### src/rtl/gray_seq_monitor.sv
// Gray-code stream monitor: converts 3-bit gray samples to binary, checks for legal
// single-step increments, counts errors/wraps and latches a sticky fault on error bursts.
module gray_seq_monitor #(
   parameter int unsigned W          = 3,
   parameter int unsigned CNT_W      = 8,
   parameter int unsigned MAX_CONSEC = 3,
   parameter int unsigned ALLOW_HOLD = 1
) (
   input  logic             clk,
   input  logic             rst,
   input  logic [W-1:0]     gray_in,
   input  logic             valid_in,
   input  logic             clear_i,
   output logic [W-1:0]     bin_out,
   output logic             bin_valid,
   output logic             err_pulse,
   output logic             wrap_pulse,
   output logic [CNT_W-1:0] err_count,
   output logic [CNT_W-1:0] wrap_count,
   output logic [1:0]       state_o
);

   localparam int unsigned CW = $clog2(MAX_CONSEC + 1);

   typedef enum logic [1:0] {
      ACQUIRE = 2'd0,
      TRACK   = 2'd1,
      FAULT   = 2'd2
   } state_t;

   state_t           state, state_nxt;
   logic [W-1:0]     bin_c, prev, prev_nxt;
   logic [CW-1:0]    consec, consec_nxt, consec_inc;
   logic [CNT_W-1:0] err_cnt_nxt, wrap_cnt_nxt;
   logic             check_c, step_c, hold_c, bad_c, err_c, wrap_c, fault_c;

   // Gray to binary: each binary bit is the XOR of all gray bits at or above it
   always_comb begin
      bin_c = '0;
      for (int i = 0; i < W; i++) begin
         bin_c = bin_c ^ (gray_in >> i);
      end
   end

   assign check_c    = valid_in && !clear_i && (state == TRACK);
   assign step_c     = (bin_c == prev + W'(1));
   assign hold_c     = (bin_c == prev);
   assign bad_c      = !(step_c || (hold_c && (ALLOW_HOLD != 0)));
   assign err_c      = check_c && bad_c;
   assign wrap_c     = check_c && step_c && (prev == '1);
   assign consec_inc = consec + CW'(1);
   assign fault_c    = err_c && (consec_inc >= CW'(MAX_CONSEC));

   // State register
   always_ff @(posedge clk or negedge rst) begin
      if (!rst) state <= ACQUIRE;
      else      state <= state_nxt;
   end

   // Next-state logic; clear wins over any sample
   always_comb begin
      state_nxt = state;
      if (clear_i) begin
         state_nxt = ACQUIRE;
      end else if (valid_in) begin
         case (state)
            ACQUIRE: state_nxt = TRACK;
            TRACK:   state_nxt = fault_c ? FAULT : TRACK;
            FAULT:   state_nxt = FAULT;
            default: state_nxt = ACQUIRE;
         endcase
      end
   end

   // Reference, consecutive-error and statistics updates
   always_comb begin
      prev_nxt     = prev;
      consec_nxt   = consec;
      err_cnt_nxt  = err_count;
      wrap_cnt_nxt = wrap_count;
      if (clear_i) begin
         consec_nxt   = '0;
         err_cnt_nxt  = '0;
         wrap_cnt_nxt = '0;
      end else if (valid_in) begin
         prev_nxt = bin_c;
         if (state == ACQUIRE) consec_nxt = '0;
         if (state == TRACK) begin
            consec_nxt = bad_c ? consec_inc : '0;
            if (err_c && (err_count != '1))   err_cnt_nxt  = err_count + CNT_W'(1);
            if (wrap_c && (wrap_count != '1)) wrap_cnt_nxt = wrap_count + CNT_W'(1);
         end
      end
   end

   always_ff @(posedge clk or negedge rst) begin
      if (!rst) begin
         prev       <= '0;
         consec     <= '0;
         err_count  <= '0;
         wrap_count <= '0;
         bin_out    <= '0;
         bin_valid  <= 1'b0;
         err_pulse  <= 1'b0;
         wrap_pulse <= 1'b0;
      end else begin
         prev       <= prev_nxt;
         consec     <= consec_nxt;
         err_count  <= err_cnt_nxt;
         wrap_count <= wrap_cnt_nxt;
         if (valid_in) bin_out <= bin_c;
         bin_valid  <= valid_in;
         err_pulse  <= err_c;
         wrap_pulse <= wrap_c;
      end
   end

   assign state_o = state;

endmodule
### config.mk
export PLATFORM = sky130hd
export DESIGN_NAME = gray_seq_monitor
export DESIGN_NICKNAME = d
export VERILOG_FILES = /design/src/rtl/gray_seq_monitor.sv
export SDC_FILE = /design/constraint.sdc
export NUM_CORES = 1
export LEC_CHECK = 0
export CORE_MARGIN = 2
export CORE_UTILIZATION = 25
export DETAILED_ROUTE_END_ITERATION = 7
export GPL_TIMING_DRIVEN = 0
export PLACE_DENSITY = 0.44
export SLEW_MARGIN = 5
export SYNTH_ARGS = -nofsm -noshare
export SYNTH_HDL_FRONTEND = slang
export SYNTH_SLANG_ARGS = --single-unit
### constraint.sdc
create_clock -name clk -period 2.55 [get_ports clk]
set_input_delay 0.765 -clock clk [delete_from_list [all_inputs] [get_ports clk]]
set_output_delay 0.765 -clock clk [all_outputs]
set_load 0.02 [all_outputs]
Fig. 1: wiring by layer
Scale bar: 20 um.
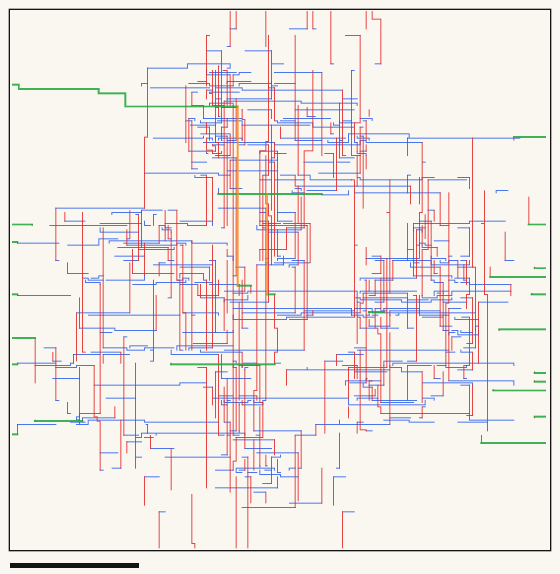
- green: M3 (wire length 142 um)
- blue: M1 (wire length 1830 um)
- red: M2 (wire length 1950 um)
- orange: M4 (wire length 43.5 um)

Fig. 2: routing congestion
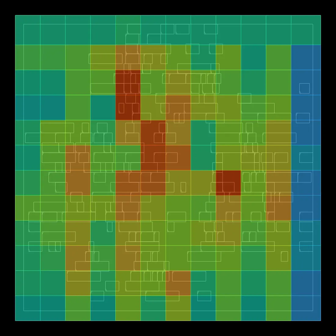
Global Route Usage Sum: 0.121
most crowded layer after global routing: met2
met1 demand-to-capacity share in global routing: 0.154
average detailed-routed wire length per instance: 14.6 um
met2 Resource Use GR: 0.199

Fig. 3: logic cells by family
Scale bar: 20 um.
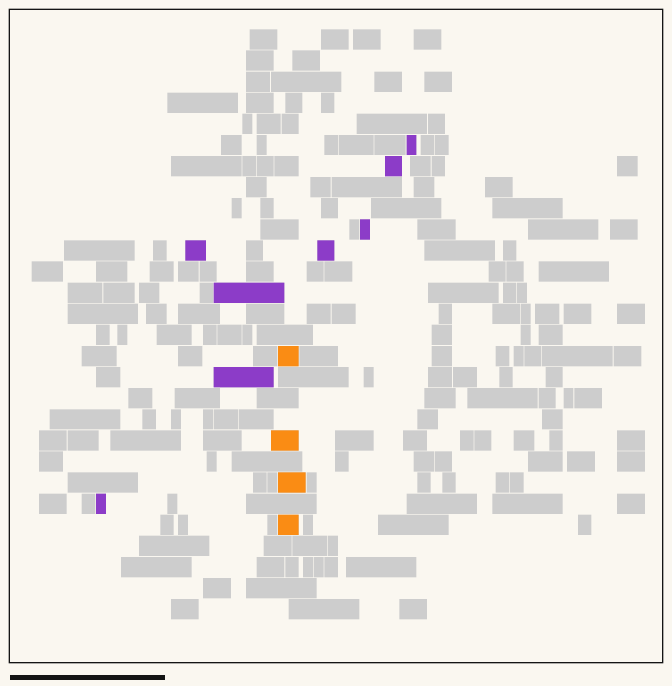
- orange: non-inverting ao/oa cells (cells 4)
- purple: nor cells (cells 8; most used nor2_1)

Fig. 4: clock distribution
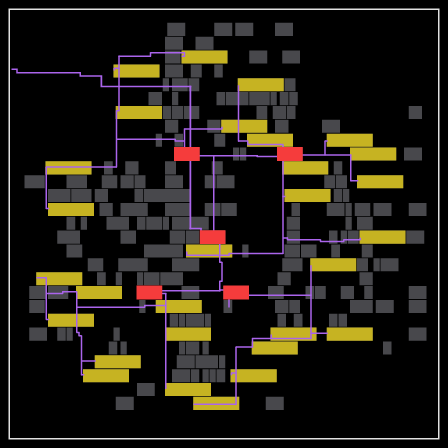
- yellow: flip-flops (count 29)
- purple: clock wires (length 476 um)
- red: clock-net drivers (count 5)
- routed clock nets: 6
Setup Skew: 0.00820 ns
P_clk: 0.366 mW

==> job_summary.md <==
### Yosys + OpenROAD results

| Metric | Value |
|---|---|
| Result of the run | `completed` |
| Antenna cells | `0` |
| Number of nets at the end of the flow | `206` |
| DR vias/cell | `5.12` |
| Arr. time, crit path | `2.66 ns` |
| Post-route worst setup slack | `0.0919 ns` |
| TritonCTS clock tree | `done` |
| Gr ovfl total | `0` |
| # DRC | `0` |
| Maximum buffer depth of the clock tree | `2` |
| Dpl ws | `-0.404 ns` |
| Fraction of layout cells with a size suffix above 1 | `0.144` |
| Pin count of the biggest net entering global routing | `30` |
| Commonest cells in the netlist | `dfrtp_1 (29), nand2_1 (16), a21oi_1 (11)` |
| Final hold violation count | `0` |
| Fraction of the yosys area taken by sequential cells | `0.453` |
| Per-instance average area after synthesis | `10.2 sq um` |
| Die X-Extent | `84.0 um` |
| Internal Power | `0.747 mW` |
| Setup repair after global routing missed its margin | `no` |
| Clock network fraction of total power | `0.352` |
| H-tree levels | `2` |
| Post-synthesis async set-or-reset flop share | `1.00` |
| Shortest clock period the worst path allows after layout | `2.46 ns` |
| Top cells by area, synth | `dfrtp_1 (45%), ha_1 (3.9%), nand2_1 (3.8%), a21oi_1 (3.4%), o21ai_0 (2.8%)` |
| Clock Sink Count | `29` |
| Y dimension of the die | `84.0 um` |
| Required time of the critical path | `2.75 ns` |
| Antenna violations before repair | `0` |
| Iteration-0 DRC Markers | `50` |
| Via total after detailed routing | `1393` |
| Area share of the largest cell type after synthesis | `0.453` |
| Max cap viols | `0` |
| Number of CTS-inserted buffers | `5` |
| Port buffer count | `28` |
| Net count entering floorplan | `169` |
| Fraction of the cycle the final worst path needs | `0.964` |
| Post-synth EDFFs | `0` |
| CP startpoint kind | `flip-flop` |
| Placed Instances | `262` |
| Filler Cells Inserted | `661` |
layout by cell type, fill, tap and decap left out, drive strengths merged, types with 6 or more instances in the layout:
| master | instances |
|---|---|
| dfrtp | 29 |
| clkdlybuf4s50 | 24 |
| nand2 | 16 |
| a21oi | 11 |
| o21ai | 10 |
| nand3 | 7 |
| clkbuf | 7 |
| buf | 7 |
| inv | 6 |
final cells by class:
class	instances	area (sq um)	area share
Timing Repair Buffer	30	292	0.137
Clock buffer	6	72.6	0.0340
Multi-Input combinational cell	116	860	0.403
Sequential cell	29	726	0.340
Buffer	6	55.1	0.0258
Clock inverter	2	10.0	0.00469
Inverter	6	22.5	0.0106
Tap cell	77	96.3	0.0452
kinds of logic (layout without fill, tap and decap cells):
| kind of cell | count (synthesis) | count (layout) | synth area share |
|---|---|---|---|
| AND/OR/NAND/NOR | 59 | 59 | 0.223 |
| AND-OR/OR-AND | 42 | 42 | 0.172 |
| flip-flops | 29 | 29 | 0.453 |
| buffers and inverters | 12 | 50 | 0.0484 |
| multiplexers | 6 | 6 | 0.0430 |
| adder cells (fa/ha/maj) | 5 | 5 | 0.0391 |
| XOR/XNOR | 4 | 4 | 0.0219 |
critical path, cell delays in order, from the launching register on:
cell and delay (ns):
dfrtp_1 0.43, ha_1 0.22, ha_2 0.40, nand4b_1 0.11, mux2_4 0.31, a21o_1 0.22, or4_1 0.53, a21oi_2 0.15
through the flow:
step	power [mW]	cell area, sq um	utilization	setup TNS (ns)	hold WS, ns
floorplan	0.596	1600	-	0	0.452
global placement	0.653	1980	0.315	-4.11	0.471
detailed placement	0.656	1970	0.314	-4.66	0.482
CTS	1.04	2070	0.330	0	0.498
global route	1.11	2130	0.340	0	0.517
finish	1.04	2130	0.340	0	0.489
path summary, 6_finish.rpt:
kind | start | to | slack [ns] | cells after the start
worst max-delay path | prev[0] | wrap_count[3] | 0.09 | 7
worst min-delay path | bin_out[0] | bin_out[0] | 0.49 | 2
worst max register to register | prev[0] | wrap_count[3] | 0.09 | 7
worst min register to register | bin_out[0] | bin_out[0] | 0.49 | 2
max in group asynchronous | rst | bin_out[2] | 1.60 | 1
min in group asynchronous | rst | wrap_count[2] | 0.52 | 1
flip-flops by register name, summed over array words and instances, names as in the netlist:
register and flops:
wrap_pulse 1, bin_valid 1, wrap_count 8, err_count 8
bin_out 3, state_o 2, prev 3, err_pulse 1
consec 2
metal layers:
| layer | up-vias | track usage | wire (um) |
|---|---|---|---|
| met5 | - | 0 | 0 |
| met4 | 0 | 0.0352 | 43 |
| met3 | 4 | 0.0356 | 142 |
| met2 | 27 | 0.199 | 1950 |
| met1 | 690 | 0.154 | 1830 |
| li1 | 672 | - | - |
timing repair:
item | 4_1_cts | 5_1_grt
cloned | 0 | 1
buffers inserted | 0 | 1
resized | 4 | 9
setup endpoints to repair | 5 | 10
pin swaps | 1 | 3
power by group through the flow:
stage	clock network (mW)	registers, mW	logic (mW)
2_1_floorplan	0	0.513	0.0831
3_3_place_gp	0	0.503	0.150
3_5_place_dp	0	0.503	0.152
4_1_cts	0.384	0.496	0.159
5_1_grt	0.412	0.498	0.197
6_report	0.366	0.496	0.178
No activity file was given, so power comes from the tool's default toggle rates.
